--- src/rtl/unshift_buffer.sv ---
// unshift_buffer: wide word to narrow lane stream, lane 0 first; UNSHIFT_BUFFER_BACK_TO_BACK_EN allows accept on the final beat
module unshift_buffer #(
   parameter int buffer_SIZE  = 8,
   parameter int buffer_WIDTH = 32
) (
   input  logic                                 clk,
   input  logic                                 rst,
   input  logic [buffer_WIDTH*buffer_SIZE-1:0]  data_i,
   input  logic                                 data_valid_i,
   output logic                                 data_ready_o,
   output logic [buffer_WIDTH-1:0]              data_o,
   output logic                                 data_valid_o,
   input  logic                                 ready_i,
   output logic                                 last_o
);
   localparam int CW = $clog2(buffer_SIZE);
   typedef enum logic {IDLE, SEND} state_t;
   state_t                              state;
   logic [buffer_WIDTH*buffer_SIZE-1:0] shreg;
   logic [CW-1:0]                       cnt;
   logic                                last_cnt;
   assign last_cnt     = cnt == CW'(buffer_SIZE - 1);
   assign data_valid_o = state == SEND;
   assign last_o       = data_valid_o && last_cnt;
   assign data_o       = shreg[buffer_WIDTH-1:0];
`ifdef UNSHIFT_BUFFER_BACK_TO_BACK_EN
   assign data_ready_o = state == IDLE || (ready_i && last_cnt);
`else
   assign data_ready_o = state == IDLE;
`endif
   always_ff @(posedge clk) begin
      if (rst) begin
         state <= IDLE;
         cnt   <= '0;
         shreg <= '0;
      end else if (data_valid_i && data_ready_o) begin
         state <= SEND;
         cnt   <= '0;
         shreg <= data_i;
      end else if (data_valid_o && ready_i) begin
         if (last_cnt) state <= IDLE;
         else begin
            shreg <= shreg >> buffer_WIDTH;
            cnt   <= cnt + 1'b1;
         end
      end
   end
endmodule
--- config.mk ---
export PLATFORM = sky130hd
export DESIGN_NAME = unshift_buffer
export DESIGN_NICKNAME = d
export VERILOG_FILES = /design/src/rtl/unshift_buffer.sv
export SDC_FILE = /design/constraint.sdc
export NUM_CORES = 1
export LEC_CHECK = 0
export ABC_CLOCK_PERIOD_IN_PS = 4550
export CAP_MARGIN = 20
export CORE_MARGIN = 2
export CORE_UTILIZATION = 45
export DETAILED_ROUTE_END_ITERATION = 12
export PLACE_DENSITY = 0.75
export SLEW_MARGIN = 40
export SYNTH_ARGS = -nofsm -noshare
export SYNTH_HDL_FRONTEND = slang
export SYNTH_SLANG_ARGS = --single-unit
--- constraint.sdc ---
create_clock -name clk -period 4.55 [get_ports clk]
set_input_delay 0.91 -clock clk [delete_from_list [all_inputs] [get_ports clk]]
set_output_delay 0.91 -clock clk [all_outputs]
set_load 0.03 [all_outputs]
Fig. 1: run 1, congestion heat map
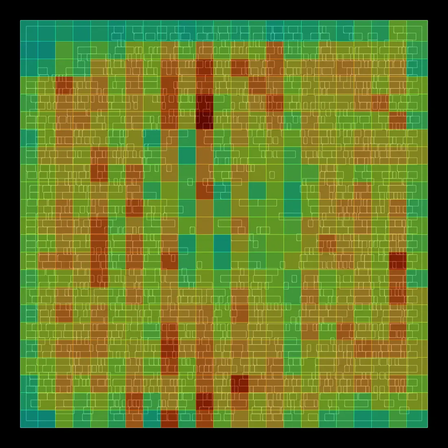
met1 capacity usage during global routing: 34.6%
Routed wire per std cell: 16.8 um
all-layer global routing usage: 24.0%
met3 global-route usage: 4.68%
busiest layer in global routing: met2

Fig. 2: run 1, routed metal, one color a layer
Only two layers are drawn.
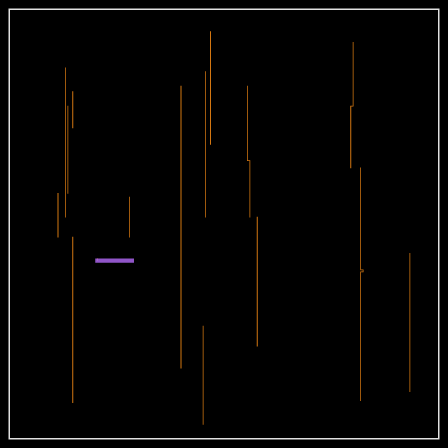
| layer | color | wire length |
|---|---|---|
| M4 | orange | 721 um |
| M5 | purple | 12.9 um |

==> Changelog: implementation, run 1 <==
### Changed

- Outcome: finished clean
- Portion of total power attributed to the clock network: a little under two fifths
- Xor-xnor portion of the synthesized cell area: less than 1%
- Number of pins with negative max-slew slack in the final report: 0
- Comb pwr: around 0.00095 W
- Die Area: roughly 26,000 um^2
- Instance count of the mapped netlist: around 1,400
- Critical path peak fanout: 3
- Core area: around 24,000 um^2
- Average cell area after synthesis: 7.98 um^2
- Final Power: roughly 0.0057 W
- Worst-margin pin slew: ~780 ps
- Routed WL: 31.9 mm
- Number of distinct library cells after synthesis: 21
- Last element of the critical path: last_o
- I/O pin total: 295
- Seq share, synth: around 48%
- RSZ-0062 raised after global routing: no
- Drt initial violations: 878
- Number of core rows: between 50 and 60
- Net Switching: between 0.001 and 0.0015 W
- YS chip area: approximately 11,000 um^2
- Tightest Hold Check Type: flip-flop to flip-flop
- TritonCTS buffer count: 26
- Initial Util: a little under half
- Clock tree from TritonCTS: done
- Count of TritonRoute iterations in the first routing pass: 5
- Setup fix buffers added after clock tree synthesis: 0
- Pin count of the biggest net entering global routing: approximately 130
- Part of the total power dissipated in sequential elements: 45.6%
- Hold Crit Depth: 2
- Synthesized cell area: between 10,000 and 15,000 um^2
- Area fraction in and, or, nand and nor cells after synthesis: 16.1%
- Hold-critical path endpoint: shreg[6]$_SDFFE_PP0P_
- Tally of buffers added on design ports: between 200 and 300
- Top cells, area: sky130_fd_sc_hd__dfxtp_1 48%, sky130_fd_sc_hd__a211oi_1 15%, sky130_fd_sc_hd__a21oi_1 10%, sky130_fd_sc_hd__nor2_1 7.7%, sky130_fd_sc_hd__nand2_1 7.7%
- Setup violation total in the final timing report: 0
- Maximum capacitance violations: 0
- Yosys cell count: 1,373
- Internal power summed over all cells: between 0.004 and 0.005 W
- Leading area contributor after synthesis: sky130_fd_sc_hd__dfxtp_1
- Final critical delay including setup and external delays: 2950 ps
- Tcrit/Tclk final: approximately 65%
- Total grt overflow: 0
- Chip width: between 150 and 200 um
- Vias in the first global route: just under 10,000
- Data arrival time at the worst-slack endpoint: roughly 2000 ps
- Combinational fraction of design power: 16.6%
- Portion of netlist area occupied by mux cells: less than 1%
- Tightest slew margin relative to the limit: between 40 and 50%
- Final Wtd Congestion: a little over 0.8
- Final setup slack of the worst path: between 1500 and 2000 ps
- Launching point of the worst reg2reg path: cnt[0]$_SDFFE_PP0P_
- Compound-gate portion of the synthesized area: between 20% and 30%
- Area share of the largest cell type after synthesis: around 48%
- Group drawing the most power: sequential cells
- Yosys Warn Count: 0
- Sinks on the clock net: around 260
- Number of synthesized flops with an enable pin: 0
- DR vias/cell: between 5 and 6
- Max Root-Sink Buffers: 3
- Final HPWL from detailed placement: around 21 mm
- Capture instance of the worst register-to-register path: shreg[78]$_SDFFE_PP0P_
- PostCTS Resize Cnt: 0
- Maximum VDD drop: approximately 0.23 mV
- Final TNS setup: 0 ps
Fig. 3: run 1, sequential cells colored by netlist name
The bar under the picture is 50 um long.
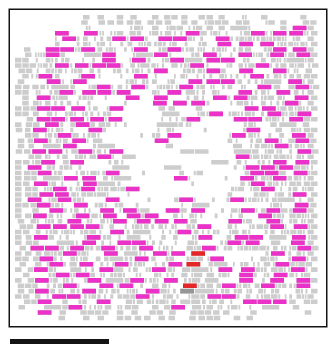
| netlist name | color | placed flops |
|---|---|---|
| cnt | red | 3 |
| shreg | magenta | 256 |
total sequential power: 0.00259 W
post-layout util: 60.7%
area occupied by registers: 5200 um^2

Fig. 4: run 1, selected gate families
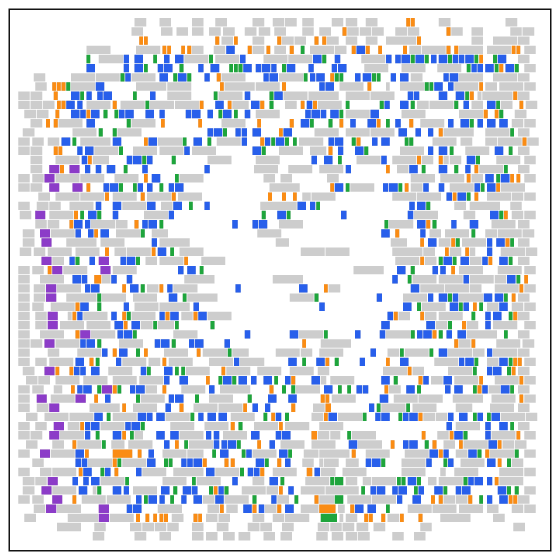
| family | color | cells |
|---|---|---|
| non-inverting ao/oa cells | purple | 32 |
| nor cells | orange | 231 |
| nand cells | green | 228 |
| aoi and oai cells | blue | 449 |

[run 1: critical path, stage by stage (launching register included)]
cell and delay (ps):
sky130_fd_sc_hd__dfxtp_1 360, sky130_fd_sc_hd__ha_1 190, sky130_fd_sc_hd__ha_1 180, sky130_fd_sc_hd__and2_1 130, sky130_fd_sc_hd__clkdlybuf4s50_1 660
[run 1: flip-flops by register name, summed over array words and instances (netlist names)]
name,flops
shreg,256
cnt,3
data_valid_o,1
[run 1: routing by layer]
metal / global-route usage [%] / share of wire, %
met5: 0 / 0.038
met3: 4.68 / 6.6
met1: 34.6 / 48
met2: 37.2 / 43
met4: 5.32 / 2.3
[run 1: layout make-up]
cell class	count	area, um^2	area share [%]
clock buffers	41	818	5.59
multi-input cells	948	4940	33.8
repair buffers	312	3210	22.0
diodes	1	2.50	0.0171
flip-flops and latches	260	5200	35.5
well taps	324	405	2.77
inverters	1	3.75	0.0256
clock inverters	5	50.0	0.342
[run 1: layout by cell type (no fill, tap or decap), types with 5 or more instances in the layout]
cell type                         count
sky130_fd_sc_hd__a22o_1              32
sky130_fd_sc_hd__a211oi_1           224
sky130_fd_sc_hd__nand2_1            225
sky130_fd_sc_hd__buf_4                6
sky130_fd_sc_hd__clkdlybuf4s50_1    293
sky130_fd_sc_hd__dfxtp_1            260
sky130_fd_sc_hd__buf_12               8
sky130_fd_sc_hd__clkbuf_1             5
sky130_fd_sc_hd__clkbuf_8             9
sky130_fd_sc_hd__a21oi_1            225
sky130_fd_sc_hd__nor2_1             225
sky130_fd_sc_hd__clkbuf_16           27
[run 1: stage by stage]
step	instance area [um^2]	instances	hold WS, ps	utilization (%)
floorplan	11000	1373	437	-
global placement	13700	1841	446	56.8
detailed placement	13700	1843	451	56.9
CTS	14600	1889	459	60.5
global route	14600	1891	471	60.7
finish	14600	1892	458	60.7
--- run 2 (diff from run 1) ---
--- a/config.mk
+++ b/config.mk
@@ -5,12 +5,12 @@
 export SDC_FILE = /design/constraint.sdc
 export NUM_CORES = 1
 export LEC_CHECK = 0
-export ABC_CLOCK_PERIOD_IN_PS = 4550
+export ABC_CLOCK_PERIOD_IN_PS = 2700
 export CAP_MARGIN = 20
 export CORE_MARGIN = 2
-export CORE_UTILIZATION = 45
+export CORE_UTILIZATION = 44
 export DETAILED_ROUTE_END_ITERATION = 12
-export PLACE_DENSITY = 0.75
+export PLACE_DENSITY = 0.77
 export SLEW_MARGIN = 40
 export SYNTH_ARGS = -nofsm -noshare
 export SYNTH_HDL_FRONTEND = slang
==> constraint.sdc (replaced) <==
create_clock -name clk -period 2.7 [get_ports clk]
set_input_delay 0.54 -clock clk [delete_from_list [all_inputs] [get_ports clk]]
set_output_delay 0.54 -clock clk [all_outputs]
set_load 0.03 [all_outputs]
Fig. 5: run 2, congestion heat map
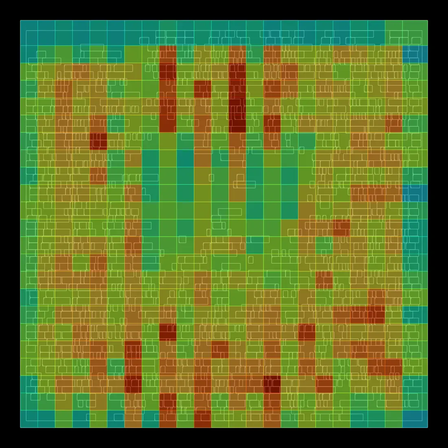
Routed wire per std cell: 16.8 um
post-layout util: 60.7%

Fig. 6: run 2, selected gate families
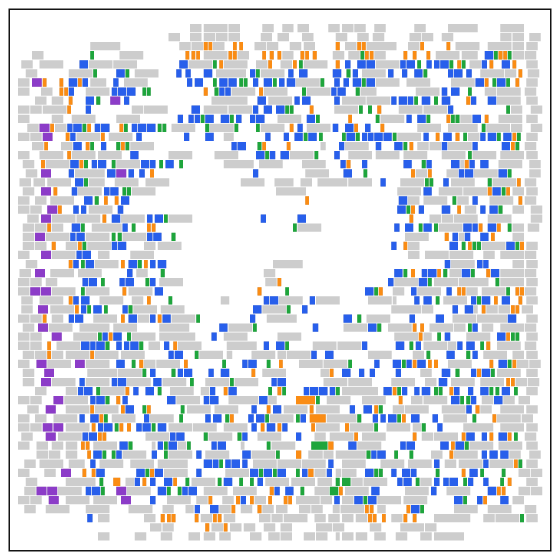
| family | color | cells | where |
|---|---|---|---|
| non-inverting ao/oa cells | purple | 32 | a vertical strip on the left |
| nand cells | green | 228 | spread over the die |
| nor cells | orange | 231 | spread over the die |
| aoi and oai cells | blue | 449 | spread over the die |

==> run 2 against run 1 <==
  * Flip-flop count unchanged
  * Hold slack worse by 160 ps
  * Setup slack worse by 1500 ps
  * Critical path depth unchanged
  * Sequential power up 69%
  * Clock power up 77%
  * Wire length up 0.11%
  * Total power up 72%
  * Final area up 1.1%
  * Critical path type unchanged
==> Changelog: implementation, run 2 <==
### Changed

- Share of post-route cells with drive strength above 1: 4.70%
- Number of pins with negative max-slew slack in the final report: 0
- Most repeated library cell on the critical path: sky130_fd_sc_hd__ha_1
- Top register by number of flip-flops: shreg
- Global-route wire length before repair: roughly 51 mm
- Worst skew pair latency: 530 ps
- Lkg Pwr: roughly 5.5 nW
- Register bit total from synthesis: ~260
- I/O pin total: 295
- Type of the setup path with the least slack: flip-flop to output pin
- Pin count of the biggest net entering global routing: roughly 130
- PostCTS Resize Cnt: 0
- Met1 capacity usage during global routing: 32.9%
- Die Area: between 20,000 and 30,000 um^2
- Post-route ant nets: 0
- Setup fix buffers added after clock tree synthesis: 0
- Count of placed standard cells in the final layout, fillers left out: between 1,500 and 2,000
- Peak per-stage delay on the critical path: ~660 ps
- Setup violation total in the final timing report: 0
- Sinks on the clock net: roughly 260
- Most used cells in the layout excluding fill and tap cells: 293 x sky130_fd_sc_hd__clkdlybuf4s50_1, 260 x sky130_fd_sc_hd__dfxtp_1, 225 x sky130_fd_sc_hd__nand2_1, 225 x sky130_fd_sc_hd__a21oi_1, 225 x sky130_fd_sc_hd__nor2_1
- Post-synthesis async set-or-reset flop share: 0%
- Maximum operating frequency: 386 MHz
- Net count entering floorplan: 1,636
- Library cell with the highest instance count after synthesis: sky130_fd_sc_hd__dfxtp_1
- Commonest flop: sky130_fd_sc_hd__dfxtp_1
- Number of distinct library cells after synthesis: 21
- Leading area contributor after synthesis: sky130_fd_sc_hd__dfxtp_1
- Slowest library cell on the worst path: sky130_fd_sc_hd__clkdlybuf4s50_1
- Average cell area after synthesis: 7.98 um^2
- Worst setup EP type: output pin
- Hold-fix buffers at CTS: 0
- Total placed instance area: 13,900 um^2
- Yosys cell count: 1,373
- Chip width: around 160 um
- Commonest cells in the synthesized netlist: 260 x sky130_fd_sc_hd__dfxtp_1, 226 x sky130_fd_sc_hd__nor2_1, 225 x sky130_fd_sc_hd__a21oi_1, 225 x sky130_fd_sc_hd__nand2_1, 224 x sky130_fd_sc_hd__a211oi_1
- Tcrit/Tclk final: between 90% and 100%
- Count of TritonRoute iterations in the first routing pass: 5
- Instance count of the mapped netlist: approximately 1,400
- Number of synthesized flops with an enable pin: 0
- Root cell of the clock tree: sky130_fd_sc_hd__clkbuf_16
- Buffer-and-inverter tally for the worst setup path: 1
- Most instantiated logic cell after routing: sky130_fd_sc_hd__clkdlybuf4s50_1
- # diodes: 0
- Routing usage on met2: between 30% and 40%
- Worst Setup Start Kind: flip-flop
- Routed WL: 31.9 mm
- Critical path peak fanout: 3
- Post-route standard cell area excluding fillers: 14,800 um^2
- Crit path cell chain: ha_1 > ha_1 > and2_1 > clkdlybuf4s50_1
- Tally of buffers added on design ports: a little under 300
- Final Hold Viols: 0
- CP Data Required Time: 2160 ps
- Seq share, synth: a little under half
- Maximum capacitance violations: 0
- All-layer global routing usage: roughly a quarter
- Final HPWL from detailed placement: about 21 mm
- Area share of the largest cell type after synthesis: 47.5%
- Synthesized cell area: between 10,000 and 15,000 um^2
- YS chip area: 11,000 um^2
- Number of antenna violations at the first check in global routing: 0
- OpenROAD warning count: 29
- Total grt overflow: 0
- Outcome: finished clean
- Worst-path clk slew: approximately 60 ps
- Number of remaining DRC errors: 0
- Final critical delay including setup and external delays: 2590 ps
- # nets final: between 1,500 and 2,000
- Core area: between 20,000 and 25,000 um^2
- Cell Pwr Density: around 660 nW/um^2
- Busiest layer in global routing: met2
- Final-layout worst hold slack: roughly 300 ps
- Clock tree from TritonCTS: done
- Area growth from synthesis to final layout: 35.0%
- Tightest slew margin relative to the limit: 62.4%
- Via count: ~10,000
- Placed cells: around 1,900
- Final worst clock skew: 13.0 ps
- DR vias/cell: ~5.4
- Met3 global-route usage: between 4 and 5%
- TritonCTS buffer count: 26
- Vias in the first global route: approximately 9,800
- Category of cells accounting for the largest share of critical-path delay: buffers and inverters
- H-tree depth reported by CTS: 1
- Tightest Hold Check Type: input port to flip-flop
- Top cells, area: sky130_fd_sc_hd__dfxtp_1 48%, sky130_fd_sc_hd__a211oi_1 15%, sky130_fd_sc_hd__a21oi_1 10%, sky130_fd_sc_hd__nor2_1 7.7%, sky130_fd_sc_hd__nand2_1 7.7%
- Final TNS setup: 0 ps
- Maximum VDD drop: between 0.3 and 0.4 mV
- Max reg flops: roughly 260
- Max Root-Sink Buffers: 3
- Drt initial violations: between 800 and 900
- Number of core rows: 57
- Initial Util: 44.9%
- Die extent in y: around 160 um
- Worst-margin pin slew: roughly 560 ps
- RSZ-0062 raised after global routing: no
- Yosys Warn Count: 0
- Final Wtd Congestion: just over 0.8
- Data arrival time at the worst-slack endpoint: roughly 2100 ps
Fig. 7: run 2, sequential cells colored by netlist name
The bar under the picture is 50 um long.
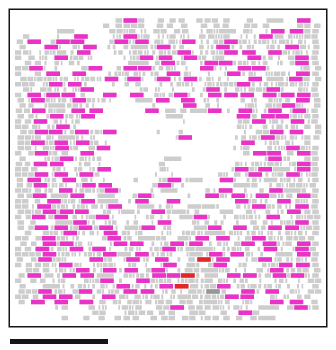
| netlist name | color | placed flops |
|---|---|---|
| shreg | magenta | 256 |
| cnt | red | 3 |
not colored: 1

==> run 2: cell counts after synthesis <==
Identical to the previous run, type by type.
==> run 2: power by group <==
group / internal [W] / switching, W
Clock: 0.00229 / 0.00151
Sequential: 0.00417 / 0.000202
Combinational: 0.000790 / 0.000828
Total: 0.00725 / 0.00254
==> run 2: path summary, 6_finish.rpt <==
| check | start | endpoint | slack [ps] | depth (start not counted) |
|---|---|---|---|---|
| setup / recovery | cnt[0]$_SDFFE_PP0P_ | last_o | 110 | 4 |
| hold / removal | rst | shreg[223]$_SDFFE_PP0P_ | 300 | 2 |
| setup reg to reg | cnt[0]$_SDFFE_PP0P_ | shreg[191]$_SDFFE_PP0P_ | 580 | 7 |
| hold reg to reg | shreg[23]$_SDFFE_PP0P_ | shreg[23]$_SDFFE_PP0P_ | 460 | 2 |
==> run 2: per-layer routing <==
metal,wire [um],vias up
li1,-,5142
met1,14700,4676
met2,14000,403
met3,2600,43
met4,673,0
met5,0,-
==> run 2: cell families after synthesis <==
family                   Yosys count  share of synthesized area (%)
AND-OR/OR-AND                    481                           28.2
AND/OR/NAND/NOR                  461                           16.1
flip-flops                       260                           47.5
buffers and inverters            165                           7.64
adder cells (fa/ha/maj)            3                          0.343
multiplexers                       2                          0.183
XOR/XNOR                           1                         0.0800
==> run 2: metrics by stage <==
step	power, W	setup WS, ps
2_1_floorplan	0.00535	997
3_3_place_gp	0.00604	453
3_5_place_dp	0.00607	369
4_1_cts	0.00987	85.6
5_1_grt	0.0102	39.4
6_report	0.00979	107
==> run 2: layout make-up <==
cell class / instances / area [um^2]
fillers: 2121 / 9590
flip-flops and latches: 260 / 5200
multi-input cells: 948 / 4940
repair buffers: 321 / 3340
clock buffers: 36 / 738
well taps: 324 / 405
clock inverters: 10 / 165
inverters: 1 / 3.75
No activity file was given, so power comes from the tool's default toggle rates.
